Figure 1. Placement view.
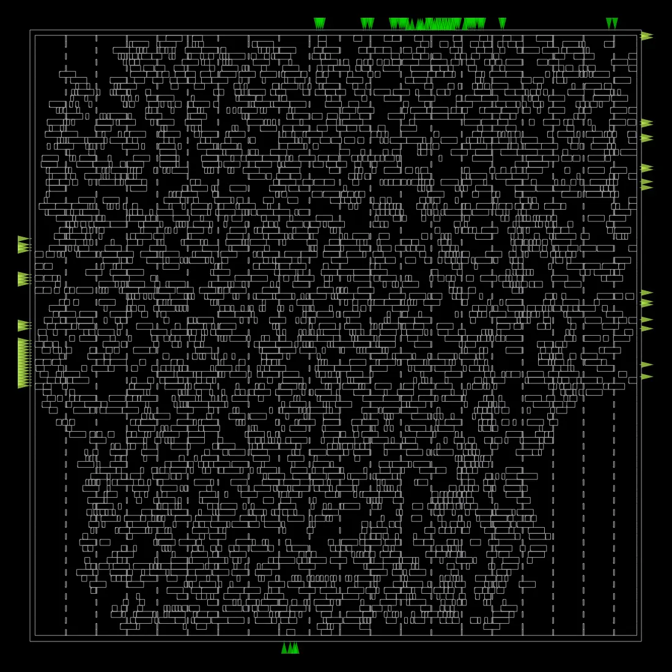
Figure 2. Gate-type map.
Drawn at 1.5 px/um.
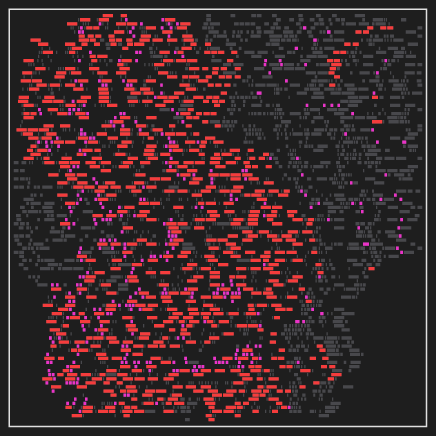
Figure 3. Cell sizes after repair.
Drawn at 1.5 px/um.
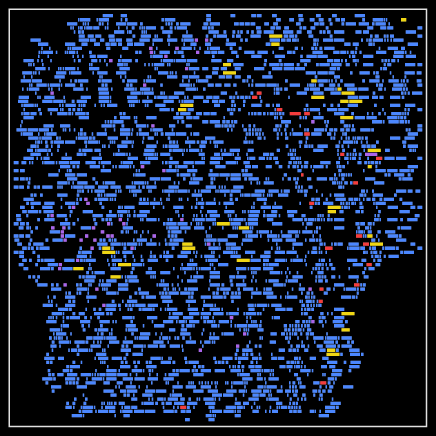
Figure 4. I/O pins on the die edge.
Drawn at 1.5 px/um. Pins as bars across the die edge, other pins in gray.
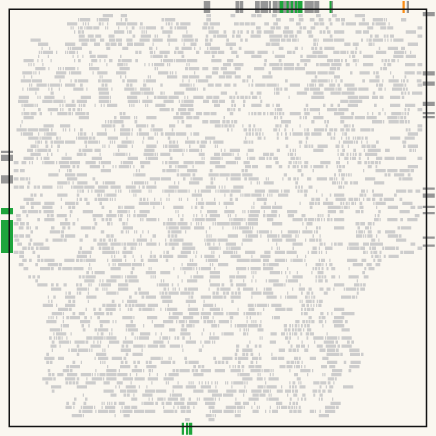
Figure 5. Nets reached from selected ports.
Drawn at 1 px/um.
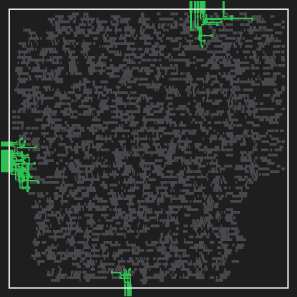
--- src/rtl/ahfp_mul_multi.sv ---
// ahfp_mul_multi: 4-stage pipelined binary32 multiplier, round-to-nearest-even, denormals flushed to zero
module ahfp_mul_multi (
   input  logic        clk,
   input  logic        reset,
   input  logic [31:0] dataa,
   input  logic [31:0] datab,
   output logic [31:0] result
);
   logic               a_zero, b_zero, a_max, b_max, a_nan, b_nan, a_inf, b_inf;
   logic               s1_sign, s1_zero, s1_inf, s1_nan;
   logic [9:0]         s1_ea, s1_eb;
   logic [23:0]        s1_ma, s1_mb;
   logic               s2_sign, s2_zero, s2_inf, s2_nan;
   logic signed [9:0]  s2_e;
   logic [47:0]        s2_p;
   logic               s3_sign, s3_zero, s3_inf, s3_nan;
   logic signed [9:0]  s3_e;
   logic [22:0]        s3_frac;
   logic               hi, g, st;
   logic [23:0]        m;
   logic [24:0]        mr;
   logic signed [9:0]  e3;
   logic [22:0]        frac3;
   logic [31:0]        res_d;

   always_comb begin
      a_zero = dataa[30:23] == 8'd0;
      b_zero = datab[30:23] == 8'd0;
      a_max  = &dataa[30:23];
      b_max  = &datab[30:23];
      a_nan  = a_max & |dataa[22:0];
      b_nan  = b_max & |datab[22:0];
      a_inf  = a_max & ~|dataa[22:0];
      b_inf  = b_max & ~|datab[22:0];
   end

   // leading one sits at bit 47 or 46; g is the first discarded bit, st the OR of the rest
   always_comb begin
      hi    = s2_p[47];
      m     = hi ? s2_p[47:24] : s2_p[46:23];
      g     = hi ? s2_p[23] : s2_p[22];
      st    = hi ? |s2_p[22:0] : |s2_p[21:0];
      mr    = {1'b0, m} + {24'd0, g & (st | m[0])};
      e3    = s2_e + $signed({9'd0, hi}) + $signed({9'd0, mr[24]});
      frac3 = mr[24] ? mr[23:1] : mr[22:0];
   end

   always_comb begin
      res_d = {s3_sign, s3_e[7:0], s3_frac};
      res_d = s3_e <= 10'sd0   ? {s3_sign, 31'd0} : res_d;
      res_d = s3_e >= 10'sd255 ? {s3_sign, 8'hFF, 23'd0} : res_d;
      res_d = s3_zero          ? {s3_sign, 31'd0} : res_d;
      res_d = s3_inf           ? {s3_sign, 8'hFF, 23'd0} : res_d;
      res_d = s3_nan           ? 32'h7FC00000 : res_d;
   end

   always_ff @(posedge clk) begin
      if (reset) begin
         s1_sign <= 1'b0;
         s1_zero <= 1'b0;
         s1_inf  <= 1'b0;
         s1_nan  <= 1'b0;
         s1_ea   <= '0;
         s1_eb   <= '0;
         s1_ma   <= '0;
         s1_mb   <= '0;
         s2_sign <= 1'b0;
         s2_zero <= 1'b0;
         s2_inf  <= 1'b0;
         s2_nan  <= 1'b0;
         s2_e    <= '0;
         s2_p    <= '0;
         s3_sign <= 1'b0;
         s3_zero <= 1'b0;
         s3_inf  <= 1'b0;
         s3_nan  <= 1'b0;
         s3_e    <= '0;
         s3_frac <= '0;
         result  <= '0;
      end else begin
         s1_sign <= dataa[31] ^ datab[31];
         s1_zero <= a_zero | b_zero;
         s1_inf  <= a_inf | b_inf;
         s1_nan  <= a_nan | b_nan | (a_inf & b_zero) | (b_inf & a_zero);
         s1_ea   <= {2'b00, dataa[30:23]};
         s1_eb   <= {2'b00, datab[30:23]};
         s1_ma   <= {~a_zero, dataa[22:0]};
         s1_mb   <= {~b_zero, datab[22:0]};
         s2_sign <= s1_sign;
         s2_zero <= s1_zero;
         s2_inf  <= s1_inf;
         s2_nan  <= s1_nan;
         s2_e    <= $signed(s1_ea + s1_eb - 10'd127);
         s2_p    <= s1_ma * s1_mb;
         s3_sign <= s2_sign;
         s3_zero <= s2_zero;
         s3_inf  <= s2_inf;
         s3_nan  <= s2_nan;
         s3_e    <= e3;
         s3_frac <= frac3;
         result  <= res_d;
      end
   end
endmodule

--- config.mk ---
export PLATFORM = sky130hd
export DESIGN_NAME = ahfp_mul_multi
export DESIGN_NICKNAME = d
export VERILOG_FILES = /design/src/rtl/ahfp_mul_multi.sv
export SDC_FILE = /design/constraint.sdc
export NUM_CORES = 2
export LEC_CHECK = 0
export CAP_MARGIN = 5
export CORE_MARGIN = 2
export CORE_UTILIZATION = 35
export CTS_CLUSTER_SIZE = 14
export DETAILED_ROUTE_END_ITERATION = 16
export GPL_ROUTABILITY_DRIVEN = 0
export PLACE_DENSITY_LB_ADDON = 0.05
export REMOVE_ABC_BUFFERS = 1
export SYNTH_ARGS = -nofsm -noshare
export SYNTH_HDL_FRONTEND = slang
export SYNTH_SLANG_ARGS = --single-unit
--- constraint.sdc ---
create_clock -name clk -period 9.05 [get_ports clk]
set_clock_uncertainty 0.15 [all_clocks]
set_input_delay 0.905 -clock clk [delete_from_list [all_inputs] [get_ports clk]]
set_output_delay 0.905 -clock clk [all_outputs]
set_load 0.02 [all_outputs]
==> impl_metrics.yaml <==
# implementation run metrics
outcome:
  status: "finished, final reports clean"
sta:
  slew_viol_final: 0
  relSlewSlack_pct: 26.36
  min_period_ns: 7.949
  final-setup-viol-count: 0
  finalSetupTns_ns: 0
place:
  dp_cells: 3875
logic_synthesis:
  synth-async-reset-ratio_pct: 0
  avgSynthCellArea_um2: 9.011
  edf_count: 0
  synth_area_mm2: 0.02611
  synth_top_area_share_pct: 37.10
  synthCells: 2898
min_path:
  hold_class: "reg -> reg"
route:
  drtAntennaViolNets: 0
  viasPerCell: 4.778
  totalWireLength_um: 80260
setup_path:
  path_class: "reg -> reg"
  crit_path_start_kind: "flip-flop"
clock_network:
  cts_buffer_depth: 2
global_route:
  grt_pass1_vias: 20300
layout:
  fillers: 7481
-- Figure 1 (at the start) --
Site Rows: 100
Seq/total area: 13.82%
final core occ: 38.86%
Flops: 199
non-filler cells, final: 3907

-- Figure 2 (at the start) --
legend:
  magenta:
    family: and/or cells
    cells: 351
    most_used: and2_1
  red:
    family: fa/ha/maj cells
    cells: 675
    most_used: fa_1
multi-input combinational area share: 67.68%
most frequent logic cell in the layout: inv_1

-- Figure 3 (at the start) --
legend:
  red:
    size: _2 cells
    cells: 20
    share: 0.68%
    most_used: mux2_2
  yellow:
    size: _6 and larger
    cells: 34
    share: 1.2%
    most_used: clkbuf_16
  blue:
    size: _0 and _1 cells
    cells: 2832
    share: 96%
    most_used: inv_1
  purple:
    size: _3 and _4 cells
    cells: 52
    share: 1.8%
    most_used: buf_4
area grow syn2layout: 10.40%
Design Area, Final: 0.02883 mm2
final worst slack: 1.101 ns

-- Figure 4 (at the start) --
legend:
  green:
    port: datab
    pins: 32
    direction: input
    edge: 19 west, 9 north, 4 south
  orange:
    port: reset
    pins: 1
    direction: input
    edge: north
Die X: 277.2 um
Die Span Y: 277.2 um
I/O Buffers: 97

-- Figure 5 (at the start) --
legend:
  green:
    port: datab
    bits: 32
    direction: input
    end_cells: 42
    buffers: 32
    wire: 1000 um
I/O pin count: 98

## sequential cells by signal, indices dropped and copies added, names as in the netlist
register,count
s2_p,48
result,32
s1_ma,24
s1_mb,24
s3_frac,23
s2_e,10
s3_e,10
s1_ea,8
s1_eb,8
s1_inf,1
s1_nan,1
s1_sign,1
s1_zero,1
s2_inf,1
s2_nan,1
s2_sign,1
s2_zero,1
s3_inf,1
s3_nan,1
s3_sign,1
s3_zero,1
## critical path, stage by stage, from the launching register on
cell and delay (ns):
dfxtp_1 0.95, and2_1 0.27, fa_1 0.43, fa_1 0.54, inv_1 0.05, fa_1 0.53
inv_1 0.05, fa_1 0.50, inv_1 0.06, fa_1 0.53, inv_1 0.05, fa_1 0.47
inv_1 0.05, fa_1 0.54, inv_1 0.07, ha_1 0.39, a21oi_1 0.13, o21ai_0 0.40
o211ai_1 0.16, a21oi_1 0.16, a31oi_1 0.07, buf_4 0.18, o31ai_1 0.56, o21ai_0 0.21
mux2_2 0.30
## layout by cell type (no fill, tap or decap), types with 51 or more instances in the layout
master           Yosys  routed
a21oi_1             89      89
and2_1             323     323
buf_4                0      51
clkdlybuf4s50_1      0      96
dfxtp_1            199     198
fa_1               484     484
ha_1               191     191
inv_1              556     556
nand2_1            340     340
nor2_1             121     121
nor2b_1             94      94
## metal layers
metal | global-route usage, % | share of wire, % | wire length [um] | up-vias
met1 | 31.68 | 49 | 39730 | 9445
met3 | 3.704 | 5.0 | 4003 | 54
met4 | 4.849 | 1.6 | 1317 | 0
met2 | 33.30 | 44 | 35210 | 388
met5 | 0 | 0 | 0 | -
li1 | - | - | - | 8781
## layout make-up
class / instances / area share [%]
well taps: 969 / 4.205
repair buffers: 149 / 4.770
inverters: 557 / 7.252
clock buffers: 17 / 1.476
multi-input cells: 2001 / 67.68
flip-flops and latches: 199 / 13.82
clock inverters: 15 / 0.7985
## final timing paths
kind,slack [ns],depth (start not counted),endpoint,from
worst max-delay path,1.10,24,s2_p[43],s1_ma[16]
worst min-delay path,0.28,1,result[1],s3_frac[1]
worst max register to register,1.10,24,s2_p[43],s1_ma[16]
worst min register to register,0.28,1,result[1],s3_frac[1]
## power by group through the flow
stage / clock network [mW] / registers, mW / logic, mW
6_report: 0.878 / 1.14 / 3.04
5_1_grt: 0.941 / 1.16 / 3.43
4_1_cts: 0.912 / 1.14 / 3.04
3_5_place_dp: 0 / 1.16 / 3.02
3_3_place_gp: 0 / 1.16 / 3.01
2_1_floorplan: 0 / 1.13 / 2.04
## logic make-up after synthesis
kind of cell	after synthesis	share of synthesized area, %
AOI/OAI and AO/OA	220	5.304
xor gates and xnor gates	78	2.616
adders and majority gates	675	46.26
buffers and inverters	698	10.05
DFF	199	15.26
muxes	17	0.6852
and+or+nand+nor	1011	19.83
Power figures rest on the tool's default switching activity, not on a simulated workload.
